`config.mk`:
```
export PLATFORM = sky130hd
export DESIGN_NAME = labft_error_monitor
export DESIGN_NICKNAME = d
export VERILOG_FILES = /design/src/rtl/labft_pkg.sv /design/src/rtl/labft_delay_line.sv /design/src/rtl/labft_error_monitor.sv
export SDC_FILE = /design/constraint.sdc
export NUM_CORES = 1
export LEC_CHECK = 0
export ABC_AREA = 1
export CAP_MARGIN = 10
export CORE_AREA = 3 3 166 168
export CTS_BUF_LIST = sky130_fd_sc_hd__clkbuf_2 sky130_fd_sc_hd__clkbuf_4 sky130_fd_sc_hd__clkbuf_8
export DETAILED_ROUTE_END_ITERATION = 6
export DIE_AREA = 0 0 169 171
export PLACE_DENSITY_LB_ADDON = 0.15
export SLEW_MARGIN = 40
export SYNTH_ARGS = -nofsm -noshare
export SYNTH_HDL_FRONTEND = slang
export SYNTH_HIERARCHICAL = 1
export SYNTH_SLANG_ARGS = --single-unit
```
`constraint.sdc`:
```
create_clock -name clk -period 1.8 [get_ports clk]
set_input_delay 0.36 -clock clk [delete_from_list [all_inputs] [get_ports clk]]
set_output_delay 0.36 -clock clk [all_outputs]
set_load 0.02 [all_outputs]
```
`src/rtl/labft_pkg.sv`:
```
`default_nettype none
// ============================================================================
// Module      : labft_pkg
// Description : Shared types and helpers for the LABFT checksum error monitor.
//               - monitor_state_t : 2-bit state encoding (IDLE/MONITOR/ERROR)
//               - lowest_set_index: index of the least-significant set bit
// Revision    : 1.0 - initial release
// ============================================================================
package labft_pkg;

    // Upper bound on the channel count that the index helper can scan.
    localparam int LABFT_MAX_CHANNELS = 64;

    typedef enum logic [1:0] {
        IDLE    = 2'd0,
        MONITOR = 2'd1,
        ERROR   = 2'd2
    } monitor_state_t;

    // Returns the index of the lowest set bit, or 0 when no bit is set.
    // Scanning from the top down lets the lowest index overwrite the others.
    function automatic int unsigned lowest_set_index(
        input logic [LABFT_MAX_CHANNELS-1:0] vec
    );
        int unsigned idx;
        idx = 0;
        for (int i = LABFT_MAX_CHANNELS - 1; i >= 0; i--) begin
            if (vec[i]) begin
                idx = i;
            end
        end
        return idx;
    endfunction

endpackage : labft_pkg
`default_nettype wire

```
`src/rtl/labft_delay_line.sv`:
```
`default_nettype none
// ============================================================================
// Module      : labft_delay_line
// Description : Enabled shift register with asynchronous active-high reset.
//               Every enabled clock moves din into stage 0 and each stage
//               one position further; dout is the last stage.
// Ports       : clk, rst       - clock, async active-high reset
//               en             - shift enable
//               din  [WIDTH]   - value entering the line
//               dout [WIDTH]   - oldest value (last stage)
// Revision    : 1.0 - initial release
// ============================================================================
module labft_delay_line #(
    parameter int WIDTH = 8,
    parameter int DEPTH = 2
) (
    input  logic             clk,
    input  logic             rst,
    input  logic             en,
    input  logic [WIDTH-1:0] din,
    output logic [WIDTH-1:0] dout
);

    logic [WIDTH-1:0] stage_q [DEPTH];
    logic [WIDTH-1:0] stage_d [DEPTH];

    always_comb begin
        for (int i = 0; i < DEPTH; i++) begin
            stage_d[i] = stage_q[i];
        end
        if (en) begin
            stage_d[0] = din;
            for (int i = 1; i < DEPTH; i++) begin
                stage_d[i] = stage_q[i-1];
            end
        end
    end

    always_ff @(posedge clk or posedge rst) begin
        if (rst) begin
            for (int i = 0; i < DEPTH; i++) begin
                stage_q[i] <= '0;
            end
        end else begin
            for (int i = 0; i < DEPTH; i++) begin
                stage_q[i] <= stage_d[i];
            end
        end
    end

    assign dout = stage_q[DEPTH-1];

endmodule : labft_delay_line
`default_nettype wire

```
`src/rtl/labft_error_monitor.sv`:
```
`default_nettype none
// ============================================================================
// Module      : labft_error_monitor
// Description : Compares delayed dot-product checksums against accumulator
//               checksums on numChannels channels, latches a sticky error
//               vector, records the first failing channel, counts failing
//               compares (saturating) and pulses irq on entry to ERROR.
// Ports       : clk, rst        - clock, async active-high reset
//               interrupt       - host acknowledge, returns to IDLE
//               count_clr       - synchronous clear of error_count
//               valid_dot       - shifts the dot alignment lines
//               valid_acc       - launches a compare
//               dot_bus/acc_bus - packed checksums, channel i at
//                                 [i*dataWidth +: dataWidth]
//               error           - sticky per-channel error flags
//               first_chan      - lowest failing channel of first failure
//               error_count     - saturating failing-compare count
//               irq             - one-cycle pulse on entry to ERROR
// Revision    : 1.0 - initial release
// ============================================================================
module labft_error_monitor
    import labft_pkg::*;
#(
    parameter int arraySize   = 4,
    parameter int inputBits   = 8,
    parameter int numChannels = 4,
    parameter int dotDelay    = 2,
    parameter int countWidth  = 8,
    parameter int dataWidth   = 2 * inputBits + 3 * arraySize,
    parameter int chanWidth   = (numChannels > 1) ? $clog2(numChannels) : 1
) (
    input  logic                             clk,
    input  logic                             rst,
    input  logic                             interrupt,
    input  logic                             count_clr,
    input  logic                             valid_dot,
    input  logic                             valid_acc,
    input  logic [numChannels*dataWidth-1:0] dot_bus,
    input  logic [numChannels*dataWidth-1:0] acc_bus,
    output logic [numChannels-1:0]           error,
    output logic [chanWidth-1:0]             first_chan,
    output logic [countWidth-1:0]            error_count,
    output logic                             irq
);

    // ------------------------------------------------------------------
    // Alignment lines and raw per-channel compare
    // ------------------------------------------------------------------
    logic [dataWidth-1:0]   last_stage [numChannels];
    logic [numChannels-1:0] mismatch_raw;

    generate
        for (genvar g = 0; g < numChannels; g++) begin : g_chan
            labft_delay_line #(
                .WIDTH (dataWidth),
                .DEPTH (dotDelay)
            ) u_delay_line (
                .clk  (clk),
                .rst  (rst),
                .en   (valid_dot),
                .din  (dot_bus[g*dataWidth +: dataWidth]),
                .dout (last_stage[g])
            );

            // Uses the pre-shift last stage even when valid_dot is high.
            assign mismatch_raw[g] = (last_stage[g] != acc_bus[g*dataWidth +: dataWidth]);
        end
    endgenerate

    // ------------------------------------------------------------------
    // Compare stage
    // ------------------------------------------------------------------
    logic [numChannels-1:0] mismatch_q, mismatch_d;
    logic                   cmp_valid_q, cmp_valid_d;

    always_comb begin
        mismatch_d  = valid_acc ? mismatch_raw : mismatch_q;
        cmp_valid_d = valid_acc;
    end

    logic cmp_fail;
    assign cmp_fail = cmp_valid_q && (|mismatch_q);

    logic [LABFT_MAX_CHANNELS-1:0] mismatch_ext;
    assign mismatch_ext = LABFT_MAX_CHANNELS'(mismatch_q);

    // ------------------------------------------------------------------
    // Control FSM and error state
    // ------------------------------------------------------------------
    monitor_state_t         state_q, state_d;
    logic [numChannels-1:0] error_q, error_d;
    logic [chanWidth-1:0]   first_chan_q, first_chan_d;
    logic                   irq_q, irq_d;

    always_comb begin
        state_d      = state_q;
        error_d      = error_q;
        first_chan_d = first_chan_q;
        irq_d        = 1'b0;

        case (state_q)
            IDLE: begin
                // Compares landing here are ignored; only a new valid_acc
                // arms the monitor.
                error_d      = '0;
                first_chan_d = '0;
                if (valid_acc) begin
                    state_d = MONITOR;
                end
            end
            MONITOR: begin
                if (cmp_fail) begin
                    error_d      = mismatch_q;
                    first_chan_d = chanWidth'(lowest_set_index(mismatch_ext));
                    irq_d        = 1'b1;
                    state_d      = ERROR;
                end
            end
            ERROR: begin
                if (cmp_fail) begin
                    error_d = error_q | mismatch_q;
                end
            end
            default: begin
                state_d = IDLE;
            end
        endcase

        // Acknowledge overrides everything, including a coincident failure.
        if (interrupt) begin
            state_d      = IDLE;
            error_d      = '0;
            first_chan_d = '0;
            irq_d        = 1'b0;
        end
    end

    // ------------------------------------------------------------------
    // Saturating mismatch counter
    // ------------------------------------------------------------------
    logic [countWidth-1:0] count_q, count_d;
    logic                  count_inc;

    // Counts even when interrupt coincides, since it keys off the current state.
    assign count_inc = cmp_fail && ((state_q == MONITOR) || (state_q == ERROR));

    always_comb begin
        count_d = count_q;
        if (count_clr) begin
            count_d = '0;
        end else if (count_inc && (count_q != {countWidth{1'b1}})) begin
            count_d = count_q + 1'b1;
        end
    end

    // ------------------------------------------------------------------
    // Registers
    // ------------------------------------------------------------------
    always_ff @(posedge clk or posedge rst) begin
        if (rst) begin
            mismatch_q   <= '0;
            cmp_valid_q  <= 1'b0;
            state_q      <= IDLE;
            error_q      <= '0;
            first_chan_q <= '0;
            irq_q        <= 1'b0;
            count_q      <= '0;
        end else begin
            mismatch_q   <= mismatch_d;
            cmp_valid_q  <= cmp_valid_d;
            state_q      <= state_d;
            error_q      <= error_d;
            first_chan_q <= first_chan_d;
            irq_q        <= irq_d;
            count_q      <= count_d;
        end
    end

    assign error       = error_q;
    assign first_chan  = first_chan_q;
    assign error_count = count_q;
    assign irq         = irq_q;

endmodule : labft_error_monitor
`default_nettype wire

```
**Run 1: supply network**

Pins as bars on the die edge. Tap cells in gray.
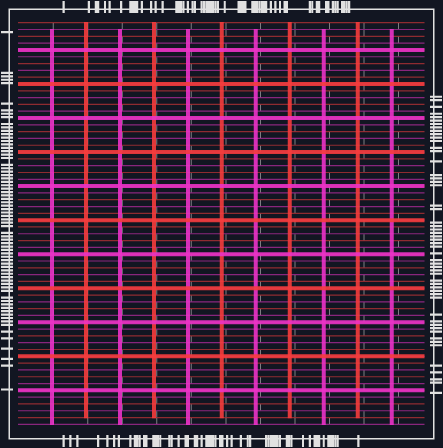
Key: magenta = VSS; red = VDD
245 signal pins sit on the boundary. 11 straps on met4. 335 tap cells. 60 met1 rails follow the rows. 11 straps on met5.
Core ar.: 26060 sq um
die span in x: 169 microns
Die Y-Extent: 171 microns

**Run 1: routing congestion**

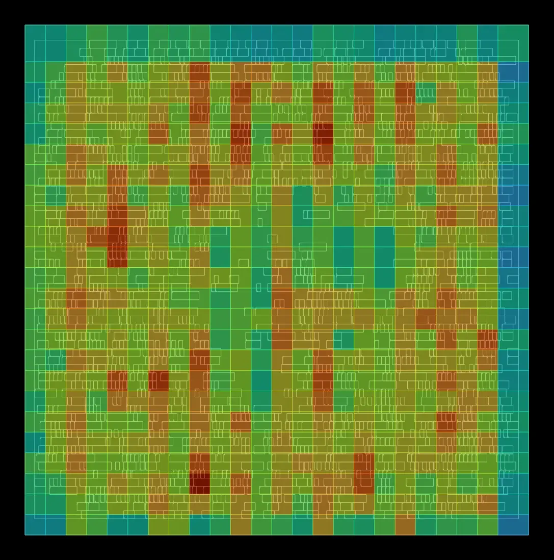
GRT met1 Usage: 0.2709
met2 usage: 0.3215

==> results.json, run 1 <==
{
  "path_delay_family": "flip-flops",
  "top_layer": "met5",
  "drt.antenna.violating_nets": 0,
  "clockBufferDepth": 3,
  "placed_area_sq_um": 14750,
  "status": "finished clean",
  "synth.distinct_cells": 28,
  "tool_warnings": 29,
  "lay_top_count": "nand2_1",
  "setup_viol": 0,
  "grt-busiest-layer": "met2",
  "drt-met1-wl_microns": 13270,
  "startpoint_type": "register",
  "period_used_share": 0.9627,
  "cts_made_buffers": 43,
  "synth-edff-count": 0,
  "root_buffer": "clkbuf_8",
  "fin_tns_setup_ns": 0,
  "final_area_sq_um": 15660,
  "yosys_warnings": 6,
  "drv_cap": 0,
  "async_flop_share": 1.000,
  "rrSetupSlack_ns": 0.30,
  "syn-mean-instance-area_sq_um": 7.153,
  "clock_area_frac": 0.05904,
  "io_buffers": 244
}
**Run 1: routed clock nets over the placement**

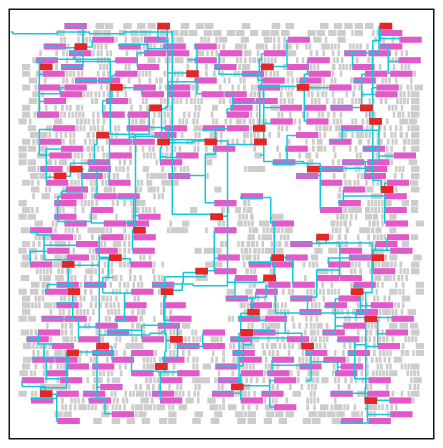
Key: cyan = clock wires [length 3360 microns]; magenta = flip-flops [count 246]; red = clock-net drivers [count 43]
There are 44 routed clock nets.
Clk. pwr: 0.00541 W
Clk pwr share: 0.377
later-pin clock latency in the skew report: 0.54 ns
Clock Skew: 0.02059 ns

run 1: cell families after synthesis:
family / after synthesis / synth area share
xor gates and xnor gates: 6 / 0.004102
DFF: 246 / 0.4805
AOI/OAI and AO/OA: 51 / 0.02188
buffers and inverters: 357 / 0.1531
adders and majority gates: 5 / 0.004883
and+or+nand+nor: 1126 / 0.3355
run 1: metrics by stage:
stage	cells	util	setup slack, ns
3_3_place_gp	2234	0.5661	0.08490
5_1_grt	2308	0.6009	0.006369
6_report	2309	0.6010	0.06705
3_5_place_dp	2234	0.5661	0.09738
4_1_cts	2308	0.6009	0.03074
2_1_floorplan	1791	-	0.06872
run 1: report_power, final:
group	total (W)	leakage (nW)	internal (W)	switching [W]
Combinational	0.00246	5.16	0.00113	0.00134
Clock	0.00541	0.489	0.00319	0.00222
Sequential	0.00648	3.05	0.00610	0.000380
## Run 2: what changed since run 1
--- a/config.mk
+++ b/config.mk
@@ -11,6 +11,7 @@
 export CTS_BUF_LIST = sky130_fd_sc_hd__clkbuf_2 sky130_fd_sc_hd__clkbuf_4 sky130_fd_sc_hd__clkbuf_8
 export DETAILED_ROUTE_END_ITERATION = 6
 export DIE_AREA = 0 0 169 171
+export HOLD_SLACK_MARGIN = 0.08
 export PLACE_DENSITY_LB_ADDON = 0.15
 export SLEW_MARGIN = 40
 export SYNTH_ARGS = -nofsm -noshare
**Run 2: routing congestion**

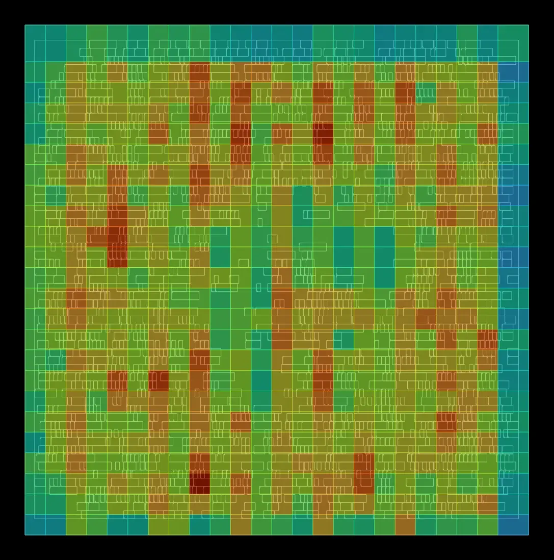
grt peak-use layer: met2
WL/cell: 12.40 microns
met3 GRT Util: 0.04459
total track usage: 0.1974

==> run 2 against run 1 <==
Global-route usage unchanged; flip-flop count unchanged; synthesized area unchanged; count of clock-buffer cells in the layout unchanged; non-clock buffer count unchanged; cell count unchanged; largest power group unchanged; highest routed layer unchanged.
==> results.json, run 2 <==
{
  "drv_cap": 0,
  "pwr-share-seq": 0.452,
  "root_buffer": "clkbuf_8",
  "clkLatencyLatePin_ns": 0.54,
  "fp.dieW_microns": 169,
  "startpoint_type": "register",
  "drt.antenna.violating_nets": 0,
  "synth-edff-count": 0,
  "synth_simple_gate_area_share": 0.3355,
  "setup_slack_ns": 0.06705,
  "adder_share": 0.004883,
  "lay_top_count": "nand2_1",
  "tool_warnings": 29,
  "status": "finished clean",
  "p_seq_w": 0.00648,
  "powerClk_w": 0.00541,
  "cts_made_buffers": 43,
  "async_flop_share": 1.000,
  "place_ws_ns": 0.09738,
  "clockBufferDepth": 3
}
[run 2: layer usage]
metal	GRT usage	part of all wire
met1	0.2709	0.46
met2	0.3215	0.46
met3	0.04459	0.059
met4	0.04869	0.017
met5	0	0.00045
[run 2: path summary, 6_finish.rpt]
check | cells after the start | slack, ns | from | endpoint
worst max register to register | 8 | 0.30 | error_count[0] | error_count[7]
worst min-delay path | 3 | 0.16 | valid_dot | g_chan[3].u_delay_line/dout[18]
worst max-delay path | 1 | 0.07 | error_count[6] | error_count[6]
max in group asynchronous | 3 | 1.06 | rst | g_chan[2].u_delay_line/dout[26]
worst min register to register | 2 | 0.46 | g_chan[1].u_delay_line/stage_q[52] | g_chan[1].u_delay_line/dout[24]
min in group asynchronous | 2 | 0.27 | rst | g_chan[2].u_delay_line/stage_q[47]
## Run 3: what changed since run 2
--- a/config.mk
+++ b/config.mk
@@ -11,8 +11,10 @@
 export CTS_BUF_LIST = sky130_fd_sc_hd__clkbuf_2 sky130_fd_sc_hd__clkbuf_4 sky130_fd_sc_hd__clkbuf_8
 export DETAILED_ROUTE_END_ITERATION = 6
 export DIE_AREA = 0 0 169 171
+export GPL_TIMING_DRIVEN = 0
 export HOLD_SLACK_MARGIN = 0.08
 export PLACE_DENSITY_LB_ADDON = 0.15
+export REMOVE_ABC_BUFFERS = 1
 export SLEW_MARGIN = 40
 export SYNTH_ARGS = -nofsm -noshare
 export SYNTH_HDL_FRONTEND = slang
**Run 3: register map, names as in the netlist**

Other sequential cells in the stronger gray, the rest of the logic in the fainter gray.
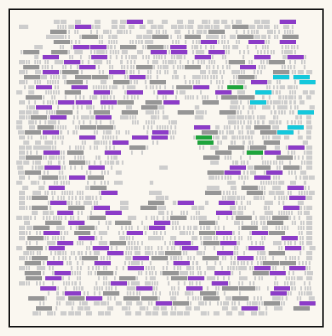
Key: green = `mismatch_q` [sequential cells 4]; purple = `g_chan.u_delay_line/dout` [sequential cells 112, where widely spread]; cyan = `error_count` [sequential cells 8, where north-east]
final core utilization: 0.5968
sequential cell area share: 0.3958

==> run 3 against run 2 <==
Count of clock-buffer cells in the layout grew 3; cell count shrank 0.65%; sequential power hardly changed; sequential share of layout area increased by 0.28 points; global-route usage shrank 0.94 points; core utilization decreased by 0.42 points; worst hold slack gained 0.034 ns; flip-flop count is the same; non-clock buffer count fell by 19; largest cell class unchanged; largest power group unchanged.
==> results.json, run 3 <==
{
  "p_seq_w": 0.00647,
  "place_ws_ns": -0.2812,
  "seq_area_sq_um": 6156,
  "hold_class": "in2reg",
  "r2r-start": "error_count[0]",
  "routedWlPerCell_microns": 11.94,
  "diodes": 1,
  "startpoint_type": "register",
  "fin_tns_setup_ns": 0,
  "async_flop_share": 1.000,
  "drt.antenna.violating_nets": 0,
  "whs_path_depth": 3,
  "worstHoldStart": "valid_dot",
  "ir_worst_vdd_mv": 0.5642,
  "rsz0062_at_grt": "false",
  "root_buffer": "clkbuf_8",
  "flop_cell": "dfrtp_1",
  "timing.critical_path.from": "error_count[7]",
  "rrSetupSlack_ns": 0.34,
  "setup_slack_ns": 0.1043,
  "fp-utilization": 0.4916,
  "cp-endpoint": "error_count[7]",
  "r2r_end": "error_count[5]",
  "cts_made_buffers": 44,
  "clockBufferDepth": 3,
  "status": "finished clean",
  "clock_area_frac": 0.06154,
  "synth-edff-count": 0,
  "clkLatencyLatePin_ns": 0.54,
  "pwr-share-seq": 0.451,
  "tool_warnings": 28,
  "fillers": 2467,
  "lay_top_count": "nand2_1",
  "crit_cells": 1,
  "fp.dieW_microns": 169,
  "whs_endpoint": "g_chan[2].u_delay_line/dout[18]",
  "grt.total_usage": 0.1880
}
## run 3: cell counts after synthesis
Identical to the previous run, type by type.
## run 3: cell families after synthesis
family | count (synthesis) | synth area share
adders and majority gates | 5 | 0.004883
AOI/OAI and AO/OA | 51 | 0.02188
DFF | 246 | 0.4805
xor gates and xnor gates | 6 | 0.004102
and+or+nand+nor | 1126 | 0.3355
buffers and inverters | 357 | 0.1531
## run 3: layer usage
layer | routed length [microns] | vias to the layer above | track usage
li1 | - | 5441 | -
met1 | 12900 | 4543 | 0.2664
met2 | 12340 | 220 | 0.2930
met3 | 1490 | 58 | 0.03835
met4 | 641 | 4 | 0.05928
met5 | 27 | - | 0
Power and IR drop assume default switching activity.
